`config.mk`:
```
export PLATFORM = sky130hd
export DESIGN_NAME = serial_subtractor
export DESIGN_NICKNAME = d
export VERILOG_FILES = /design/src/rtl/serial_subtractor.sv
export SDC_FILE = /design/constraint.sdc
export NUM_CORES = 1
export LEC_CHECK = 0
export CAP_MARGIN = 20
export CORE_ASPECT_RATIO = 1.1
export CORE_MARGIN = 5
export CORE_UTILIZATION = 45
export CTS_BUF_LIST = sky130_fd_sc_hd__clkbuf_4 sky130_fd_sc_hd__clkbuf_8 sky130_fd_sc_hd__clkbuf_16
export CTS_CLUSTER_DIAMETER = 100
export CTS_CLUSTER_SIZE = 8
export DETAILED_ROUTE_END_ITERATION = 10
export MAX_ROUTING_LAYER = met4
export PLACE_DENSITY = 0.75
export SLEW_MARGIN = 20
export SYNTH_ARGS = -nofsm -noshare
export SYNTH_HDL_FRONTEND = slang
export SYNTH_SLANG_ARGS = --single-unit
```
`constraint.sdc`:
```
create_clock -name clk -period 1.3 [get_ports clk]
set_input_delay 0.39 -clock clk [delete_from_list [all_inputs] [get_ports clk]]
set_output_delay 0.39 -clock clk [all_outputs]
set_load 0.01 [all_outputs]
```
`src/rtl/serial_subtractor.sv`:
```
// rtl/serial_subtractor.sv - bit-serial A - B - Bin subtractor, LSB first, valid/ready in and out
module serial_subtractor #(
    parameter int WIDTH = 8
) (
    input  logic             clk,
    input  logic             rst_n,
    input  logic             in_valid,
    output logic             in_ready,
    input  logic [WIDTH-1:0] A,
    input  logic [WIDTH-1:0] B,
    input  logic             Bin,
    output logic             out_valid,
    input  logic             out_ready,
    output logic [WIDTH-1:0] DIFF,
    output logic             Bout
);
    localparam int CW = $clog2(WIDTH + 1);

    typedef enum logic [1:0] {IDLE, RUN, DONE} state_t;

    state_t           state;
    state_t           state_next;
    logic [WIDTH-1:0] a_sr;
    logic [WIDTH-1:0] b_sr;
    logic [WIDTH-1:0] res_sr;
    logic             br;
    logic [CW-1:0]    cnt;
    logic             a_bit;
    logic             b_bit;
    logic             d_bit;
    logic             br_next;
    logic             last_bit;

    // Single full-subtractor cell working on the operand LSBs
    assign a_bit    = a_sr[0];
    assign b_bit    = b_sr[0];
    assign d_bit    = a_bit ^ b_bit ^ br;
    assign br_next  = (~a_bit & b_bit) | (~(a_bit ^ b_bit) & br);
    assign last_bit = (cnt == CW'(WIDTH - 1));

    always_ff @(posedge clk or negedge rst_n) begin
        if (!rst_n) begin
            state <= IDLE;
        end else begin
            state <= state_next;
        end
    end

    always_comb begin
        state_next = state;
        case (state)
            IDLE:    if (in_valid)  state_next = RUN;
            RUN:     if (last_bit)  state_next = DONE;
            DONE:    if (out_ready) state_next = IDLE;
            default: state_next = IDLE;
        endcase
    end

    always_comb begin
        in_ready  = (state == IDLE);
        out_valid = (state == DONE);
    end

    always_ff @(posedge clk or negedge rst_n) begin
        if (!rst_n) begin
            a_sr   <= '0;
            b_sr   <= '0;
            res_sr <= '0;
            br     <= 1'b0;
            cnt    <= '0;
            DIFF   <= '0;
            Bout   <= 1'b0;
        end else begin
            case (state)
                IDLE: begin
                    if (in_valid) begin
                        a_sr <= A;
                        b_sr <= B;
                        br   <= Bin;
                        cnt  <= '0;
                    end
                end
                RUN: begin
                    a_sr   <= a_sr >> 1;
                    b_sr   <= b_sr >> 1;
                    res_sr <= {d_bit, res_sr[WIDTH-1:1]};
                    br     <= br_next;
                    cnt    <= cnt + CW'(1);
                    // Result registers only move on the final bit
                    if (last_bit) begin
                        DIFF <= {d_bit, res_sr[WIDTH-1:1]};
                        Bout <= br_next;
                    end
                end
                default: ;
            endcase
        end
    end
endmodule
```
==> images/gate_families.png <==
Scale: 8 px per µm.
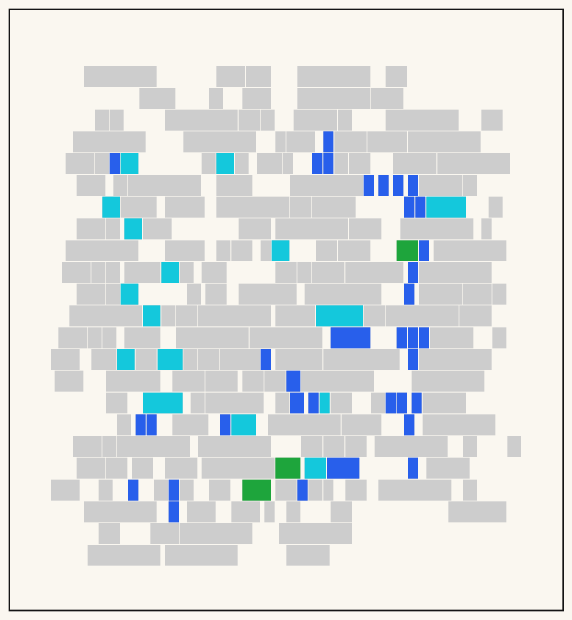
- NAND gates: blue (cells 35)
- NOR gates: cyan (cells 16)
- AND-OR and OR-AND gates: green (cells 3)

==> images/clock_map.png <==
Scale: 4 px per µm.
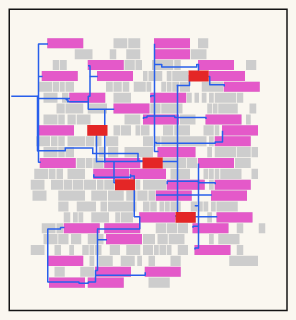
- flip-flops: magenta (count 39)
- clock wires: blue (length 451 µm)
- cells driving clock nets: red (count 5)
- flops lie: all over the die
- routed clock nets: 6

==> images/zoom.png <==
Window x 20 to 50, y 7 to 37 µm. Cells in grey, sequential cells in the stronger grey; small squares are vias.
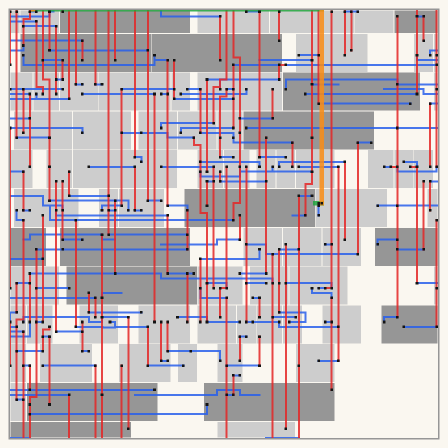
- met4: orange
- met1: blue
- met3: green
- met2: red
- cells with their middle in the window: 64
- most frequent: buf_4 (11), nand2_1 (10), dfrtp_1 (9)
- sequential cells in the window: 10
- netlist names of flops here include: `b_sr` (4), `cnt` (4)

==> images/wire_density.png <==
Scale: 4 px per µm. 14 x 15 tiles, from white (low) to dark blue (high), scaled to the fullest tile. Values are wire area over tile area, all layers added.
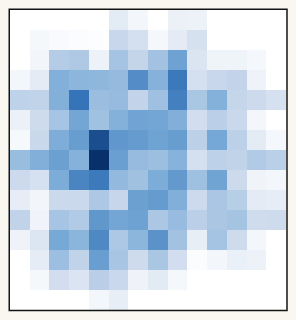
- fullest tile: 0.49
- mean over tiles: 0.12
- nearly empty tiles: 20%
- densest ninth of the die: middle
- tiles over half the peak: 15%
drt total wl: 4043 µm
total track usage: 18.37%
per-cell routed wire length: 14.70 µm
vias post-DR: 1,437

==> images/final_congestion.png <==
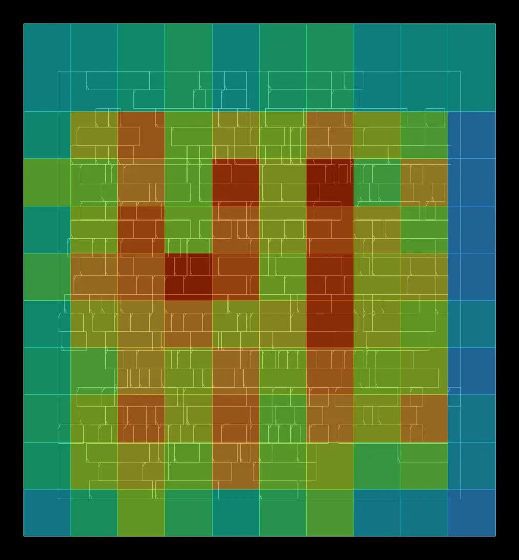
met1 Use GR: 20.22%
met3 Resource Use GR: 4.139%
Core Util, Final: 68.24%

==> Slide: Implementation Results <==
Key Metrics from the Run

GRT
  – Largest net degree at the start of global routing: 40
  – Vias in the first global route: 1,595
  – First-pass GRT wire length: 7314 µm
  – Gr ovfl total: 0

STA
  – Final setup margin: -144.6 ps
  – Worst-Margin Slew: 220.3 ps
  – Slew headroom: 85.26%
  – F_max: 692.2 MHz
  – Final setup violation count: 14
  – Final Hold Viols: 0
  – TNS Setup: -1383 ps

Clock network
  – CTS Buffer Depth: 2
  – H-tree levels: 2
  – Worst skew pair latency: 290 ps
  – Hold buffers post-CTS: 0
  – CTS buffer count: 5
  – Post-CTS Setup Bufs: 6

Cells and area
  – Share of cells above drive strength 1: 33.78%
  – Area of the multi-input gates: 808.3 µm²
  – Sequential cell area: 978.4 µm²
  – Finished layout cell area: 2514 µm²
  – Final-stage net count: 248
  – Clock-cell share: 3.484%
  – Largest class: flip-flops and latches
  – ANT cells: 0
  – Clock buffers: 6
  – P&R area growth vs syn: 45.58%
  – Comb gates: 112
  – Buffering overhead: 22.05%

Critical path
  – Crit path DRT: 1460 ps
  – Setup crit end kind: register
  – R2r endpoint: DIFF[1]
  – FF-to-FF Start: state[0]
  – Crit path to: DIFF[1]
  – CP arrival: 1610 ps
  – Worst setup path class: reg -> reg
  – CP Launch Type: register

Placed design
  – IO Port Bufs: 31
  – GP Congestion: 0.7763
  – Area after DPL: 2266 µm²
  – HPWL after detailed placement: 2784 µm

Drt
  – Vias/cell: 5.225
  – Detailed router's first-iteration violation count: 59

Yosys
  – Syn Inst Count: 167
  – Top cells by count: dfrtp_1 (39), nand2_1 (32), o21ai_0 (18), a22oi_1 (14), nor2b_1 (12)
  – Flip-flops with a built-in enable: 0
  – Count leader, synth: dfrtp_1
  – Main flop type: dfrtp_1
  – Avg Inst Size Synth: 10.34 µm²
  – Synth top area share: 56.52%
  – Synthesized area: 1727 µm²
  – Yosys cell count: 167

Floorplanning
  – DIE HEIGHT: 74.97 µm
  – Die extent in x: 69.06 µm
  – Cell row count: 23
  – Core area: 3684 µm²
  – TAP cells: 50

Power and ir drop
  – Lkg Pwr: 0.001167 µW

Flow run
  – Tool Warnings: 29

Run status
  – Failing checks: negative setup slack
  – Run status: finished, violations left
==> sequential cells by signal, summed over array words and instances (netlist names) <==
register  count
res_sr        7
DIFF          8
br            1
a_sr          8
b_sr          8
cnt           4
state         2
Bout          1
==> routing by layer <==
layer / vias to the layer above / global-route usage (%) / part of all wire (%)
met2: 38 / 33.26 / 54
met1: 699 / 20.22 / 40
met4: 0 / 6.291 / 1.3
li1: 693 / - / -
met5: - / - / 0
met3: 7 / 4.139 / 4.6
==> worst max-delay path: stages (launching register included) <==
cell,delay [ps]
dfrtp_2,440
buf_6,130
nand2b_4,60
nor3_4,230
buf_12,160
mux2_4,300
==> cells in the final DEF, fill, tap and decap left out, types with 2 or more instances in the layout <==
cell              n
dfrtp_1          37
nand2_1          31
buf_4            19
clkdlybuf4s50_1  18
o21ai_1          13
a21oi_1          10
buf_6             9
mux2_4            8
nor2b_1           8
a22oi_1           8
inv_1             6
a22oi_2           6
clkbuf_8          6
o21ai_0           5
buf_2             5
clkbuf_2          5
a2bb2oi_1         3
buf_12            3
nor2b_4           2
nor2b_2           2
nand3_1           2
dfrtp_2           2
==> power by group <==
part / total, µW / internal [µW] / switching (µW)
registers: 2110 / 1740 / 377
logic: 2790 / 1510 / 1280
clock network: 805 / 416 / 390
==> logic make-up (layout without fill, tap and decap cells) <==
kind of cell / after synthesis / count (layout) / synth area share [%]
compound gates: 50 / 50 / 18.19
fa+ha+maj: 2 / 2 / 1.884
buf+inv: 16 / 74 / 3.550
flops: 39 / 39 / 56.52
mux: 9 / 9 / 5.797
simple gates: 51 / 51 / 14.06
==> through the flow <==
step           total power (µW)  hold slack (ps)
2_1_floorplan              3331            94.41
3_3_place_gp               4361            370.9
3_5_place_dp               4514            381.3
4_1_cts                    5644            72.53
5_1_grt                    6164            94.36
6_report                   5706            70.13
Power is estimated from default activity; no workload was simulated.
